Figure 1. Wires at chosen ports, followed through buffers (run 1).
Drawn at 8 px/um.
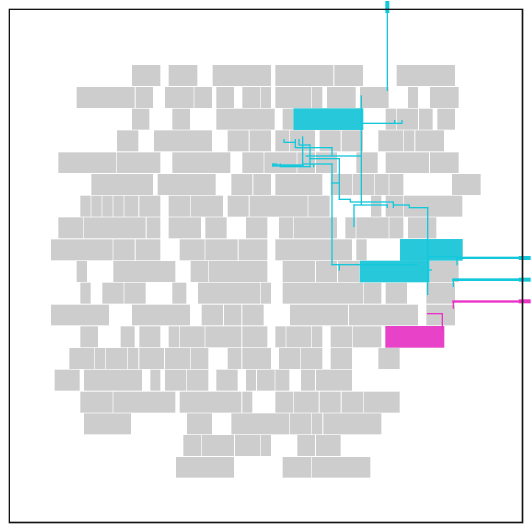
Figure 2. Clock network drawn from the DEF (run 1).
Drawn at 8 px/um.
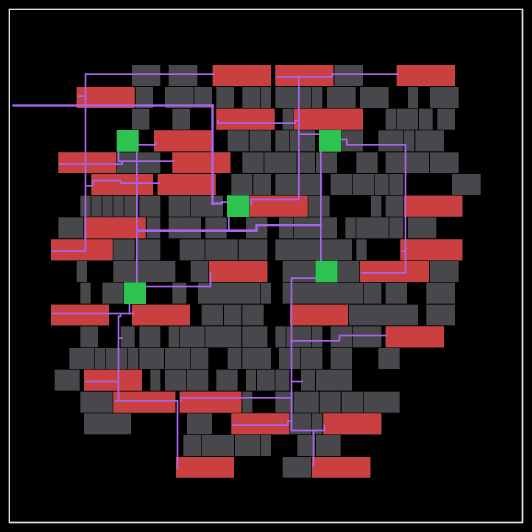
Figure 3. Metal 3 (run 1).
Drawn at 6 px/um. Cells faint in the background.
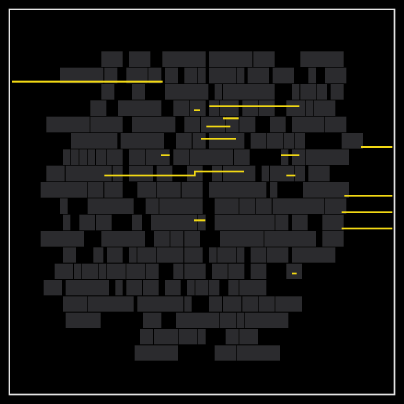
Figure 4. Cells coloured by class (run 1).
Drawn at 4 px/um.
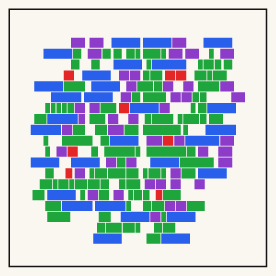
$ cat src/rtl/ff_xclk_sequencer_if.sv
// ff_xclk_sequencer_if: freeze/lock inputs and XCLK gate, camera reset and status outputs of ff_xclk_sequencer
interface ff_xclk_sequencer_if;
  logic ff_to_start;
  logic ff_done;
  logic lock;
  logic clr_err;
  logic xclk_en;
  logic cam_reset_n;
  logic ff_ready;
  logic lock_lost;
  logic [2:0] state;
  modport master (
    output ff_to_start, ff_done, lock, clr_err,
    input xclk_en, cam_reset_n, ff_ready, lock_lost, state
  );
  modport slave (
    input ff_to_start, ff_done, lock, clr_err,
    output xclk_en, cam_reset_n, ff_ready, lock_lost, state
  );
endinterface

$ cat src/rtl/ff_xclk_sequencer.sv
// ff_xclk_sequencer: gates camera XCLK and holds CAM_RESET_N around PLL lock and Flash*Freeze; ports clk_base, reset (sync, active high), bus (slave: ff_to_start/ff_done/lock/clr_err in, xclk_en/cam_reset_n/ff_ready/lock_lost/state out)
module ff_xclk_sequencer #(
  parameter int SYNC_STAGES = 2,
  parameter int LOCK_STABLE_CYC = 1024,
  parameter int CAM_RST_CYC = 256,
  parameter int DRAIN_CYC = 16,
  parameter int CNT_W = 16
) (
  input logic clk_base,
  input logic reset,
  ff_xclk_sequencer_if.slave bus
);
  typedef enum logic [2:0] {
    WAIT_LOCK = 3'd0,
    CAM_RST = 3'd1,
    RUN = 3'd2,
    DRAIN = 3'd3,
    FROZEN = 3'd4
  } state_t;
  localparam logic [CNT_W-1:0] LOCK_LAST = CNT_W'(LOCK_STABLE_CYC - 1);
  localparam logic [CNT_W-1:0] CAM_LAST = CNT_W'(CAM_RST_CYC - 1);
  localparam logic [CNT_W-1:0] DRAIN_LAST = CNT_W'(DRAIN_CYC - 1);
  logic [SYNC_STAGES-1:0] lock_sh, start_sh, done_sh;
  logic lock_s, start_s, done_s;
  logic [2:0] state_q;
  state_t state_d;
  logic [CNT_W-1:0] cnt_q, cnt_d;
  logic set_lost;
  logic xclk_q, cam_q, ready_q, lost_q;
  assign lock_s = lock_sh[SYNC_STAGES-1];
  assign start_s = start_sh[SYNC_STAGES-1];
  assign done_s = done_sh[SYNC_STAGES-1];
  assign bus.xclk_en = xclk_q;
  assign bus.cam_reset_n = cam_q;
  assign bus.ff_ready = ready_q;
  assign bus.lock_lost = lost_q;
  assign bus.state = state_q;
  always_ff @(posedge clk_base) begin
    if (reset) begin
      lock_sh <= '0;
      start_sh <= '0;
      done_sh <= '0;
      state_q <= WAIT_LOCK;
      cnt_q <= '0;
      xclk_q <= 1'b0;
      cam_q <= 1'b0;
      ready_q <= 1'b0;
      lost_q <= 1'b0;
    end else begin
      lock_sh <= {lock_sh[SYNC_STAGES-2:0], bus.lock};
      start_sh <= {start_sh[SYNC_STAGES-2:0], bus.ff_to_start};
      done_sh <= {done_sh[SYNC_STAGES-2:0], bus.ff_done};
      state_q <= state_d;
      cnt_q <= cnt_d;
      xclk_q <= state_d inside {CAM_RST, RUN, DRAIN};
      cam_q <= state_d inside {RUN, DRAIN};
      ready_q <= state_d == FROZEN;
      lost_q <= set_lost | (lost_q & ~bus.clr_err);
    end
  end
  always_comb begin
    state_d = WAIT_LOCK;
    cnt_d = '0;
    set_lost = 1'b0;
    case (state_q)
      WAIT_LOCK: begin
        state_d = start_s ? FROZEN : (lock_s && cnt_q == LOCK_LAST) ? CAM_RST : WAIT_LOCK;
        cnt_d = (!start_s && lock_s && cnt_q != LOCK_LAST) ? cnt_q + 1'b1 : '0;
      end
      CAM_RST: begin
        state_d = start_s ? DRAIN : !lock_s ? WAIT_LOCK : (cnt_q == CAM_LAST) ? RUN : CAM_RST;
        set_lost = !start_s && !lock_s;
        cnt_d = (state_d == CAM_RST) ? cnt_q + 1'b1 : '0;
      end
      RUN: begin
        state_d = start_s ? DRAIN : lock_s ? RUN : WAIT_LOCK;
        set_lost = !start_s && !lock_s;
      end
      DRAIN: begin
        state_d = !start_s ? RUN : (cnt_q == DRAIN_LAST) ? FROZEN : DRAIN;
        set_lost = !lock_s;
        cnt_d = (state_d == DRAIN) ? cnt_q + 1'b1 : '0;
      end
      FROZEN: state_d = (start_s || done_s) ? FROZEN : WAIT_LOCK;
      default: state_d = WAIT_LOCK;
    endcase
  end
endmodule

$ cat src/flat_wrapper.sv
// flat-port wrapper written by rule: the top's interface ports become plain ports
module ff_xclk_sequencer_flat 
#(
  parameter int SYNC_STAGES = 2,
  parameter int LOCK_STABLE_CYC = 1024,
  parameter int CAM_RST_CYC = 256,
  parameter int DRAIN_CYC = 16,
  parameter int CNT_W = 16
)
  (clk_base, reset, bus_ff_to_start, bus_ff_done, bus_lock, bus_clr_err, bus_xclk_en, bus_cam_reset_n, bus_ff_ready, bus_lock_lost, bus_state);
  ff_xclk_sequencer_if bus_i ();
  input logic clk_base;
  input logic reset;
  input wire logic [$bits(bus_i.ff_to_start)-1:0] bus_ff_to_start;
  input wire logic [$bits(bus_i.ff_done)-1:0] bus_ff_done;
  input wire logic [$bits(bus_i.lock)-1:0] bus_lock;
  input wire logic [$bits(bus_i.clr_err)-1:0] bus_clr_err;
  output wire logic [$bits(bus_i.xclk_en)-1:0] bus_xclk_en;
  output wire logic [$bits(bus_i.cam_reset_n)-1:0] bus_cam_reset_n;
  output wire logic [$bits(bus_i.ff_ready)-1:0] bus_ff_ready;
  output wire logic [$bits(bus_i.lock_lost)-1:0] bus_lock_lost;
  output wire logic [$bits(bus_i.state)-1:0] bus_state;
  assign bus_i.ff_to_start = bus_ff_to_start;
  assign bus_i.ff_done = bus_ff_done;
  assign bus_i.lock = bus_lock;
  assign bus_i.clr_err = bus_clr_err;
  assign bus_xclk_en = bus_i.xclk_en;
  assign bus_cam_reset_n = bus_i.cam_reset_n;
  assign bus_ff_ready = bus_i.ff_ready;
  assign bus_lock_lost = bus_i.lock_lost;
  assign bus_state = bus_i.state;
  ff_xclk_sequencer #(.SYNC_STAGES(SYNC_STAGES), .LOCK_STABLE_CYC(LOCK_STABLE_CYC), .CAM_RST_CYC(CAM_RST_CYC), .DRAIN_CYC(DRAIN_CYC), .CNT_W(CNT_W)) u_core (.clk_base(clk_base), .reset(reset), .bus(bus_i));
endmodule
$ cat config.mk
export PLATFORM = sky130hd
export DESIGN_NAME = ff_xclk_sequencer_flat
export DESIGN_NICKNAME = d
export VERILOG_FILES = /design/src/rtl/ff_xclk_sequencer_if.sv /design/src/rtl/ff_xclk_sequencer.sv /design/src/flat_wrapper.sv
export SDC_FILE = /design/constraint.sdc
export NUM_CORES = 1
export LEC_CHECK = 0
export CAP_MARGIN = 20
export CORE_MARGIN = 5
export CORE_UTILIZATION = 47
export CTS_BUF_LIST = sky130_fd_sc_hd__clkbuf_2 sky130_fd_sc_hd__clkbuf_4 sky130_fd_sc_hd__clkbuf_8
export CTS_CLUSTER_SIZE = 16
export DETAILED_ROUTE_END_ITERATION = 8
export PLACE_DENSITY = 0.7
export REMOVE_ABC_BUFFERS = 1
export SLEW_MARGIN = 20
export SYNTH_ARGS = -nofsm -noshare
export SYNTH_HDL_FRONTEND = slang
export SYNTH_SLANG_ARGS = --single-unit
$ cat constraint.sdc
create_clock -name clk_base -period 1.91 [get_ports clk_base]
set_clock_uncertainty 0.2 [all_clocks]
set_input_delay 0.382 -clock clk_base [delete_from_list [all_inputs] [get_ports clk_base]]
set_output_delay 0.382 -clock clk_base [all_outputs]
set_load 0.01 [all_outputs]
==> run summary, run 1 <==
Latest figures from synthesis and place and route.

The run finished, with violations left. The final reports fail on setup timing. The power report attributes to the sequential group a share of 0.594. The capturing point of the worst reg2reg path is u_core.cnt_q[10]. The count of mapped cells out of synthesis is 136. The hold-critical path endpoint is u_core.done_sh[1]. Of the total power, the share spent switching nets is 0.235. The wire-length estimate of the detail-placed layout is 2.10 mm. The leakage power total is 0.688 nW. The count of tool warnings is 26. In this run the power spent charging and discharging nets is 0.244 mW.

The average cell area after synthesis is 10.1 um^2. The mapped netlist covers 1370 um^2. The tree is rooted in a sky130_fd_sc_hd__clkbuf_4. The synthesized netlist was found by Yosys to have 136 cells. The gate-level netlist out of Yosys references 41 unique cell types. The initial utilization of the core area, before any placement, comes to 0.492.

The most numerous logic cell after layout is sky130_fd_sc_hd__buf_4. The hold-fix buffer count after cts is 0. The final report lists a non-filler cell total of 213. Endpoints with negative setup slack in the final report add up to 18. The horizontal die dimension reported for this design is 64.0 um. The number of DRC violations after detailed routing is 0. The slew at the pin with the worst max-slew slack is 0.442 ns. The minimum setup slack in the final design is -0.0370 ns. The combinational power reported by the tool is 0.0521 mW.

TritonCTS built the clock tree. The main power-consuming group is sequential cells. The post-route worst hold slack is 0.244 ns. The sequential element share of the synthesized area is 0.424. The OpenROAD report gives the critical path a required time of 1.92 ns. Buffers inserted during clock tree synthesis total 5. The synthesis report lists the most area-consuming cells as sky130_fd_sc_hd__dfxtp_1 (42%), sky130_fd_sc_hd__nor2_1 (6.0%), sky130_fd_sc_hd__xor2_1 (5.8%), sky130_fd_sc_hd__xnor2_1 (3.8%), sky130_fd_sc_hd__buf_6 (3.3%).

The worst-case vdd ir drop is 0.695 mV. The endpoint kind of the worst setup timing path is a flop. Including well taps, the total number of placed cells is 199. The ratio of cells with drive above 1 in the final layout is 0.423. The launch point of the worst register-to-register path is recorded as u_core.cnt_q[15]. For this block, the routed nets add up to 3.06 mm of wire.

The initial antenna violation count is 0. The sequential group power is 0.616 mW. Note that the worst hold path type here is flop to flop. The via count of the first global-routing pass is 1100. The total die size is 4090 um^2. The prevailing post-synth register cell is sky130_fd_sc_hd__dfxtp_1.
About Figure 1:
legend:
  bus_xclk_en:
    colour: magenta
    direction: output
    edge: right
    end_cells: 1
    buffers: 1
    wire: 12.9 um
  bus_state:
    colour: cyan
    direction: output
    edge: 2 right, 1 top
    end_cells: 3
    buffers: 3
    wire: 151 um
Port-buffer cells: 12
Ports: 13

About Figure 2:
legend:
  flip-flops:
    colour: red
    count: 29
  clock drivers:
    colour: green
    count: 5
  clock wires:
    colour: purple
    length: 389 um
routed clock nets: 6
portion of total power attributed to the clock network: 0.356
clk ins delay skew pair: 0.32 ns

About Figure 3:
main direction: horizontal
share of all routed wire: 3.6%
longest straight run: 24.8 um

About Figure 4:
legend:
  combinational and other logic:
    colour: green
    cells: 100
    share_of_their_area: 44%
  sequential cells:
    colour: blue
    cells: 29
    share_of_their_area: 33%
  remaining buffers and delay cells:
    colour: purple
    cells: 45
    share_of_their_area: 20%
  clock drivers and dummy loads:
    colour: red
    cells: 8
    share_of_their_area: 3.0%
Core Rows: 19
area of the placeable core: 2780 um^2
share of the core filled with cells in the final layout: 0.671
sequential cell area share: 0.319

==> run 1: per-stage QoR <==
stage / setup WS, ns / cell area (um^2)
2_1_floorplan: -0.0327 / 1290
3_3_place_gp: -0.0336 / 1650
3_5_place_dp: -0.0905 / 1650
4_1_cts: 0.0112 / 1770
5_1_grt: -0.137 / 1870
6_report: -0.0370 / 1870
==> run 1: state kept, by name (all words and copies together), names as in the netlist <==
name	count
u_core.bus.xclk_en	1
u_core.bus.cam_reset_n	1
u_core.lock_sh	2
u_core.bus.ff_ready	1
u_core.cnt_q	16
u_core.bus.state	3
u_core.bus.lock_lost	1
u_core.start_sh	2
u_core.done_sh	2
==> run 1: critical path, delay by kind of cell, from the launching register on <==
kind                   cells  cell delay (ns)
buffers and inverters      2             0.38
flip-flops                 1             0.36
AND-OR/OR-AND              3             0.50
AND/OR/NAND/NOR            2             0.41
==> run 1: cell families after synthesis <==
group / synth area share
mux: 0.00731
flops: 0.424
buf+inv: 0.0658
simple gates: 0.300
xor+xnor: 0.0960
compound gates: 0.0905
fa+ha+maj: 0.0165
==> run 1: cell type report <==
type,instances,area (um^2)
Fill cell,215,915
Multi-Input combinational cell,97,793
Sequential cell,29,596
Timing Repair Buffer,45,373
Clock buffer,6,45.0
Tap cell,31,38.8
Inverter,3,11.3
Clock inverter,2,10.0
==> run 1: routing by layer <==
metal / vias to the layer above / wire, um / GRT usage
met5: - / 0 / 0
met4: 0 / 46 / 0.0390
met3: 6 / 111 / 0.0525
met2: 23 / 1620 / 0.271
met1: 531 / 1280 / 0.181
li1: 567 / - / -
==> run 1: what timing repair did <==
action,4_1_cts,5_1_grt
resized,14,20
pin swaps,5,13
setup buffers,3,2
cloned,0,1
endpoints found under the setup margin,20,21
==> run 2: changes to the inputs <==
--- a/config.mk
+++ b/config.mk
@@ -5,7 +5,7 @@
 export SDC_FILE = /design/constraint.sdc
 export NUM_CORES = 1
 export LEC_CHECK = 0
-export CAP_MARGIN = 20
+export CAP_MARGIN = 0
 export CORE_MARGIN = 5
 export CORE_UTILIZATION = 47
 export CTS_BUF_LIST = sky130_fd_sc_hd__clkbuf_2 sky130_fd_sc_hd__clkbuf_4 sky130_fd_sc_hd__clkbuf_8
Figure 5. Cells coloured by class (run 2).
Drawn at 4 px/um.
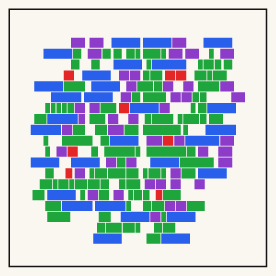
legend:
  remaining buffers and delay cells:
    colour: purple
    cells: 45
    share_of_their_area: 20%
  clock drivers and dummy loads:
    colour: red
    cells: 8
    share_of_their_area: 3.0%
  combinational and other logic:
    colour: green
    cells: 100
    share_of_their_area: 44%
  sequential cells:
    colour: blue
    cells: 29
    share_of_their_area: 33%

Figure 6. Metal 3 (run 2).
Drawn at 6 px/um. Cells faint in the background.
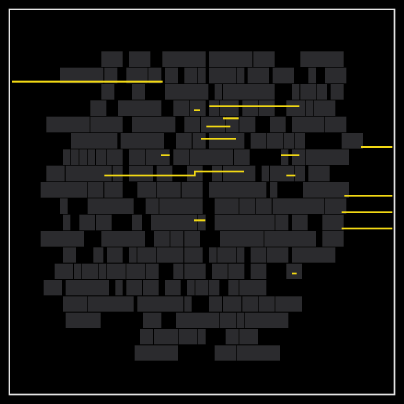
nets with wire on the layer: 12
share of all routed wire: 3.6%
wire length on this layer: 111 um
GR Util met3: 0.0525
Vias: 1127
final wirelength: 3.06 mm

==> run summary, run 2 <==
Latest figures from synthesis and place and route.

Per the OpenROAD floorplan log, the area of the die is 4090 um^2. The instance area after placement is 1650 um^2. The initial antenna violation count came to 0. The minimum setup slack in the final design is -0.0370 ns. The logic depth of the worst setup path including buffers is 7. Looking at the reg2reg group, the worst path starts from u_core.cnt_q[15]. For the worst reg-to-reg path, the endpoint reported by OpenROAD is u_core.cnt_q[10]. STA on the placed design reports a worst setup slack of -0.0905 ns.

In the hold report, the worst path ends at u_core.done_sh[1]. The number of DRC violations after detailed routing is 0. The worst hold path belongs to the class flop to flop. The final reports fail on setup timing. The finished cells cover 1870 um^2. The x dimension of the die is 64.0 um. Per the layout report, the design carries 215 filler cells.

The clock tree from TritonCTS is yes. The yosys cell count is 136. The register with the most flip-flops in the final layout is u_core.cnt_q.

The total setup violations reported at the end of the flow is 18. The number of flip-flops in the largest register is 16. In this run the count of I/O pins placed on the die edge is 13. The average instance in the mapped netlist occupies 10.1 um^2.

Clock tree synthesis selected as its root buffer the cell sky130_fd_sc_hd__clkbuf_4. The row count is 19. The worst-case vdd ir drop is 0.695 mV.

The run finished, with violations left. The netlist area before placement is 1370 um^2. The slew at the pin with the worst max-slew slack is 0.442 ns.
Figure 7. Clock network drawn from the DEF (run 2).
Drawn at 8 px/um.
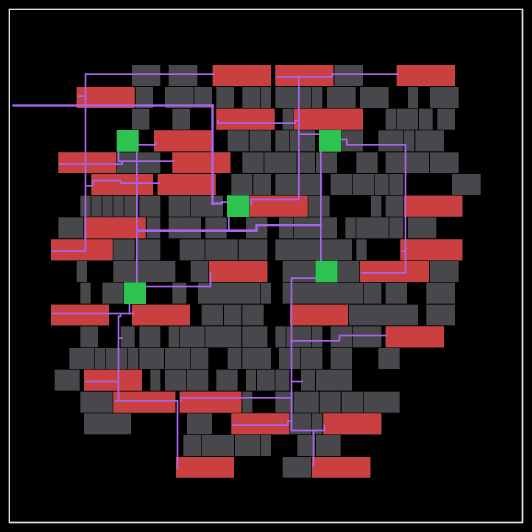
legend:
  flip-flops:
    colour: red
    count: 29
  clock drivers:
    colour: green
    count: 5
  clock wires:
    colour: purple
    length: 389 um
routed clock nets: 6
flops lie: all over the die
clock network power: 0.369 mW

==> run 2: cell counts after synthesis <==
Identical to the previous run, type by type.
==> run 2: cells by family (layout without fill, tap and decap cells) <==
family	after synthesis	in the layout	synth area share
AOI/OAI and AO/OA	13	13	0.0905
muxes	1	1	0.00731
xor gates and xnor gates	15	15	0.0960
buffers and inverters	10	56	0.0658
DFF	29	29	0.424
adders and majority gates	2	2	0.0165
and+or+nand+nor	66	66	0.300
==> run 2: power breakdown <==
part	leakage, nW	internal [mW]	switching, mW
Combinational	0.412	0.0291	0.0230
Clock	0.0354	0.154	0.215
Sequential	0.240	0.609	0.00628
==> run 2: metrics by stage <==
stage                     power (mW)   util  TNS (ns)  instances
after floorplan                0.649      -   -0.0327        129
after global placement         0.676  0.594   -0.0336        199
after detailed placement       0.678  0.594    -0.400        199
after CTS                       1.04  0.636         0        210
after global routing            1.09  0.671     -1.66        213
final                           1.04  0.671    -0.357        213
==> run 2: layout make-up <==
cell class / count / share of cell area
inverter: 3 / 0.00603
timing repair buffer: 45 / 0.200
clock buffer: 6 / 0.0241
clock inverter: 2 / 0.00536
multi-input combinational: 97 / 0.425
sequential: 29 / 0.319
tap: 31 / 0.0208
==> run 2: per-layer routing <==
layer | global-route usage | vias to the layer above | wire, um
li1 | - | 567 | -
met3 | 0.0525 | 6 | 111
met1 | 0.181 | 531 | 1280
met2 | 0.271 | 23 | 1620
met4 | 0.0390 | 0 | 46
met5 | 0 | - | 0
==> run 2: repair_timing <==
action | in CTS | in global routing
resized | 14 | 20
pin swaps | 5 | 13
setup buffers | 3 | 2
setup endpoints to repair | 20 | 21
cloned | 0 | 1
Power is estimated from default activity; no workload was simulated.
